Fig. 1: I/O nets highlighted
(10 px per um)
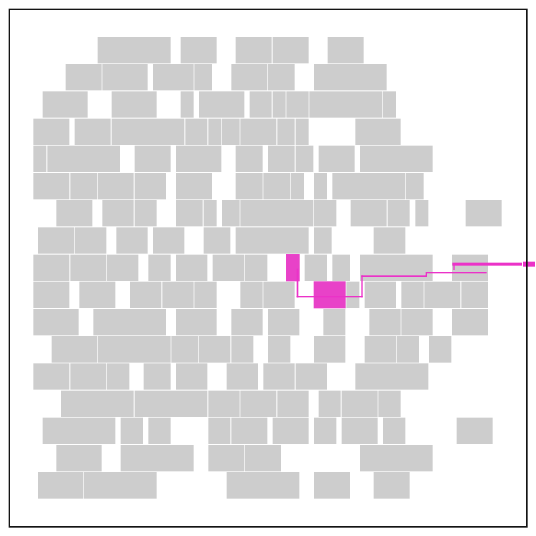
Fig. 2: sequential cells grouped by signal name
(12 px per um) Other sequential cells in the stronger grey, the rest of the logic in the fainter grey.
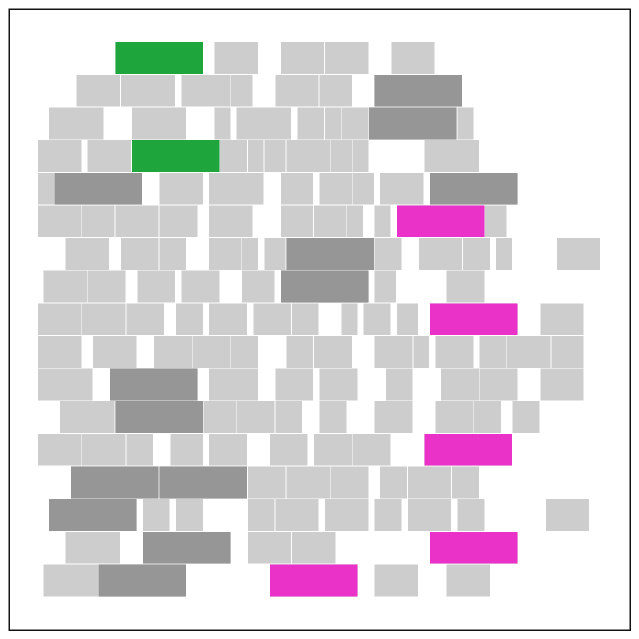
Fig. 3: wiring heat map
(8 px per um) 10 x 10 tiles, from dark blue (low) to red (high), scaled to the fullest tile. Values are wire area over tile area, all layers added.
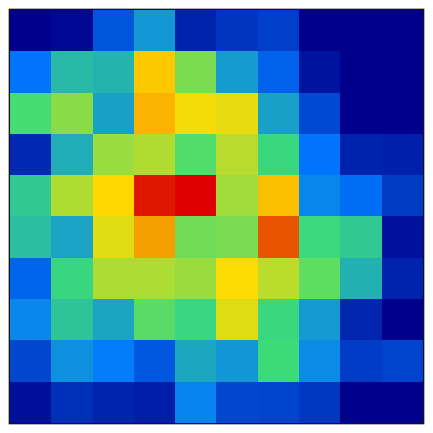
Fig. 4: wiring by layer
(8 px per um) Only two layers are drawn.
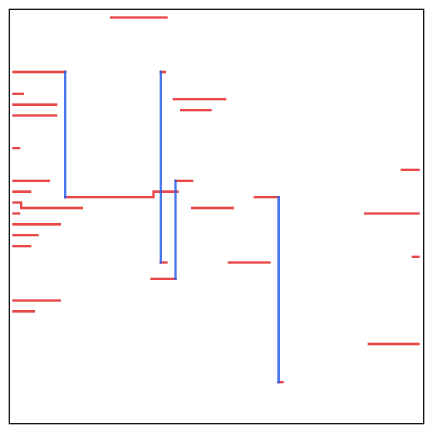
==> config.mk <==
export PLATFORM = sky130hd
export DESIGN_NAME = hazard_forward_unit_flat
export DESIGN_NICKNAME = d
export VERILOG_FILES = /design/src/rtl/hazard_forward_unit_if.sv /design/src/rtl/hazard_forward_unit.sv /design/src/flat_wrapper.sv
export SDC_FILE = /design/constraint.sdc
export NUM_CORES = 1
export LEC_CHECK = 0
export CORE_MARGIN = 2
export CORE_UTILIZATION = 51
export DETAILED_ROUTE_END_ITERATION = 12
export GPL_ROUTABILITY_DRIVEN = 0
export PLACE_DENSITY = 0.84
export SLEW_MARGIN = 20
export SYNTH_ARGS = -nofsm -noshare
export SYNTH_HDL_FRONTEND = slang
export SYNTH_SLANG_ARGS = --single-unit
==> constraint.sdc <==
create_clock -name clk -period 6.05 [get_ports clk]
set_clock_uncertainty 0.2 [all_clocks]
set_input_delay 1.815 -clock clk [delete_from_list [all_inputs] [get_ports clk]]
set_output_delay 1.815 -clock clk [all_outputs]
set_load 0.01 [all_outputs]
==> results_slide.txt <==
Flow Results at a Glance

Critical path
  – Crit Path Class: in -> out
  – CP required: approximately 4 ns
  – Worst Setup End Kind: primary output
  – Critical Path Source Type: input port
  – R2R cell count: 6
  – R2R setup slack: 3.93 ns
  – Crit path max fanout: 7
  – CP arrival: between 3 and 4 ns

Pwr
  – Pwr/cell area: between 150 and 200 nW/um2
  – Psw: around 0.066 mW
  – Switch share: about 26%
  – Seq pwr share: 56.0%
  – Int Pwr: ~0.19 mW
  – Clock share of power: between 20% and 30%
  – Tot Pwr: 0.259 mW
  – P_comb: approximately 0.052 mW
  – Max power group: registers
  – Logic pwr share: approximately 20%
  – Lkg Pwr: 0.571 nW
  – Power Clock: 0.0616 mW
  – VDD IR max: around 0.14 mV

Layout
  – Most frequent cells in the layout: 30 x clkdlybuf4s50_1, 20 x dfxtp_1, 15 x xnor2_1
  – Fillers: between 150 and 200
  – Share of layout cells above drive strength 1: between 10% and 20%
  – Area grow syn2layout: 31.0%
  – Diode count: 0
  – Non-Filler Instances: about 180
  – Most frequent logic cell in the layout: clkdlybuf4s50_1
  – Fin area: 1510 um2
  – Total Nets Final: between 150 and 200
  – Post-route core utilization: 69.8%

Floorplanning
  – Die height: 51.6 um
  – Die Width: ~52 um
  – Rows: 17
  – Core area: 2170 um2
  – Fp util: 53.3%
  – Die area: between 2000 and 3000 um2

Logic synthesis
  – Cell area leaders: dfxtp_1 35%, xnor2_1 11%, nor3b_2 7.6%
  – Adder Share, Synth: around 3.2%
  – Xor/xnor share: between 10% and 20%
  – Top cells by count, synth: 20 x dfxtp_1, 15 x xnor2_1, 10 x nand2b_1, 10 x xor2_1, 7 x nor3b_2
  – Synthesis area per yosys: between 1000 and 1500 um2
  – MUX area fraction: around 4.3%
  – Post-synth top area cell: dfxtp_1
  – Ys cells: 119
  – Leading cell type by number of instances after synthesis: dfxtp_1
  – Yosys aoi share: 5.95%
  – Synth top area share: between 30% and 40%
  – EDFF count, synth: 0
  – Yosys cell types: 32
  – YS warnings: 0
  – Post-synthesis sequential area ratio: between 30% and 40%
  – Syn Area/Cell: roughly 9.7 um2
  – Post-synth regs: 20
  – Post-synth ARST share: 0%
  – Main synth FF type: dfxtp_1
  – Synth logic family: simple AND/OR/NAND/NOR gates
  – Syn Std Cell Area: roughly 1200 um2
  – Yosys simple share: around 28%
  – Post-Syn Instances: around 120
  – Mapped Nets: about 140

Status
  – Status: finished clean

Final timing
  – RSZ-0062 raised after global routing: no
  – FMAX: between 150 and 200 MHz
  – Finish-stage setup viols: 0
  – Final slew viol count: 0
  – Min Hold Slack: about 0.28 ns
  – Hold Violations, Final: 0
  – Crit share post-route: 97.7%
  – Min cycle time layout: about 5.9 ns
  – Worst Slack Setup Final: about 0.14 ns
  – Fin Setup TNS: 0 ns
  – Least-Margin Pin Slew: 0.921 ns
  – Worst relative slew slack: 38.4%

Placement
  – Pre-CTS WS: roughly 0.15 ns
  – HPWL after detailed placement: 2010 um
  – Post-Place Cells: about 180
  – Placed Area: approximately 1500 um2

Clocking
  – Clk slew on worst S/H paths: around 0.11 ns
  – H-tree depth: 1
  – Longest Clk Path Bufs: 2
  – CTS tree: yes
  – CTS root buf: clkbuf_4
  – Post-CTS setup buffer count: 0
  – Clk sinks: 20
  – Worst skew pair latency: 0.29 ns
  – CTS Buf Count: 3
  – Cts repair resizes: 0
  – Hold buffers post-CTS: 0

Flow run
  – Max cap viols: 0
  – OpenROAD warning count: 27

Detailed routing
  – # DRC: 0
  – Post-route ant nets: 0
  – DR pass1 iterations: 4
  – Starting DRT DRC Count: 22
  – Vias per cell: about 5.3

Hold path
  – Worst hold path cell count: 2
  – Hold crit path type: reg -> reg

Global route
  – First-pass GRT wire length: 4260 um
  – Initial antenna violation count: 0
  – Vias in the first global route: between 900 and 1,000
  – Largest net degree at the start of global routing: 26
  – GRT overflow: 0
## Picture notes: Fig. 1
magenta -> hz_rs2use_ID  # bits 1, direction input, edge east, end cells 2, buffers 1, wire 31.1 um
PortBufs: 30
boundary pin count: 31

## Picture notes: Fig. 2
green -> u_core.opt_ex_q  # flops 2
magenta -> u_core.rd2_ex_q  # flops 5
Seq group: 0.145 mW
fraction of area in registers: 26.4%

## Picture notes: Fig. 3
densest ninth of the die = centre
fullest tile = 0.44
nearly empty tiles = 12%
tiles over half the peak = 30%
detailed-route via count: 952
DRT Wirelength: 2580 um

## Picture notes: Fig. 4
red -> metal 3  # wire length 121 um
blue -> metal 4  # wire length 74.8 um
WL/cell: 14.4 um
Tot GR Track Use: 21.7%

==> worst max-delay path, stage by stage <==
cell             delay [ns]
clkdlybuf4s50_1        0.52
xnor2_1                0.13
nand4_1                0.15
nor3_1                 0.31
o211a_1                0.37
clkdlybuf4s50_1        0.60
==> layer usage <==
metal | GRT usage, % | wire [um] | part of all wire [%] | up-vias
li1 | - | - | - | 472
met1 | 25.4 | 1130 | 44 | 438
met2 | 38.2 | 1260 | 49 | 34
met3 | 3.45 | 120 | 4.6 | 8
met4 | 10.5 | 74 | 2.9 | 0
met5 | 0 | 0 | 0 | -
==> layout make-up <==
cell class                 count  area, um2  share of cell area, %
clock buffer                   3       22.5                   1.49
inverter                       4       15.0                  0.992
multi-input combinational     90        703                   46.4
sequential                    20        400                   26.4
tap                           28       35.0                   2.31
timing repair buffer          35        338                   22.3
Power figures rest on the tool's default switching activity, not on a simulated workload.
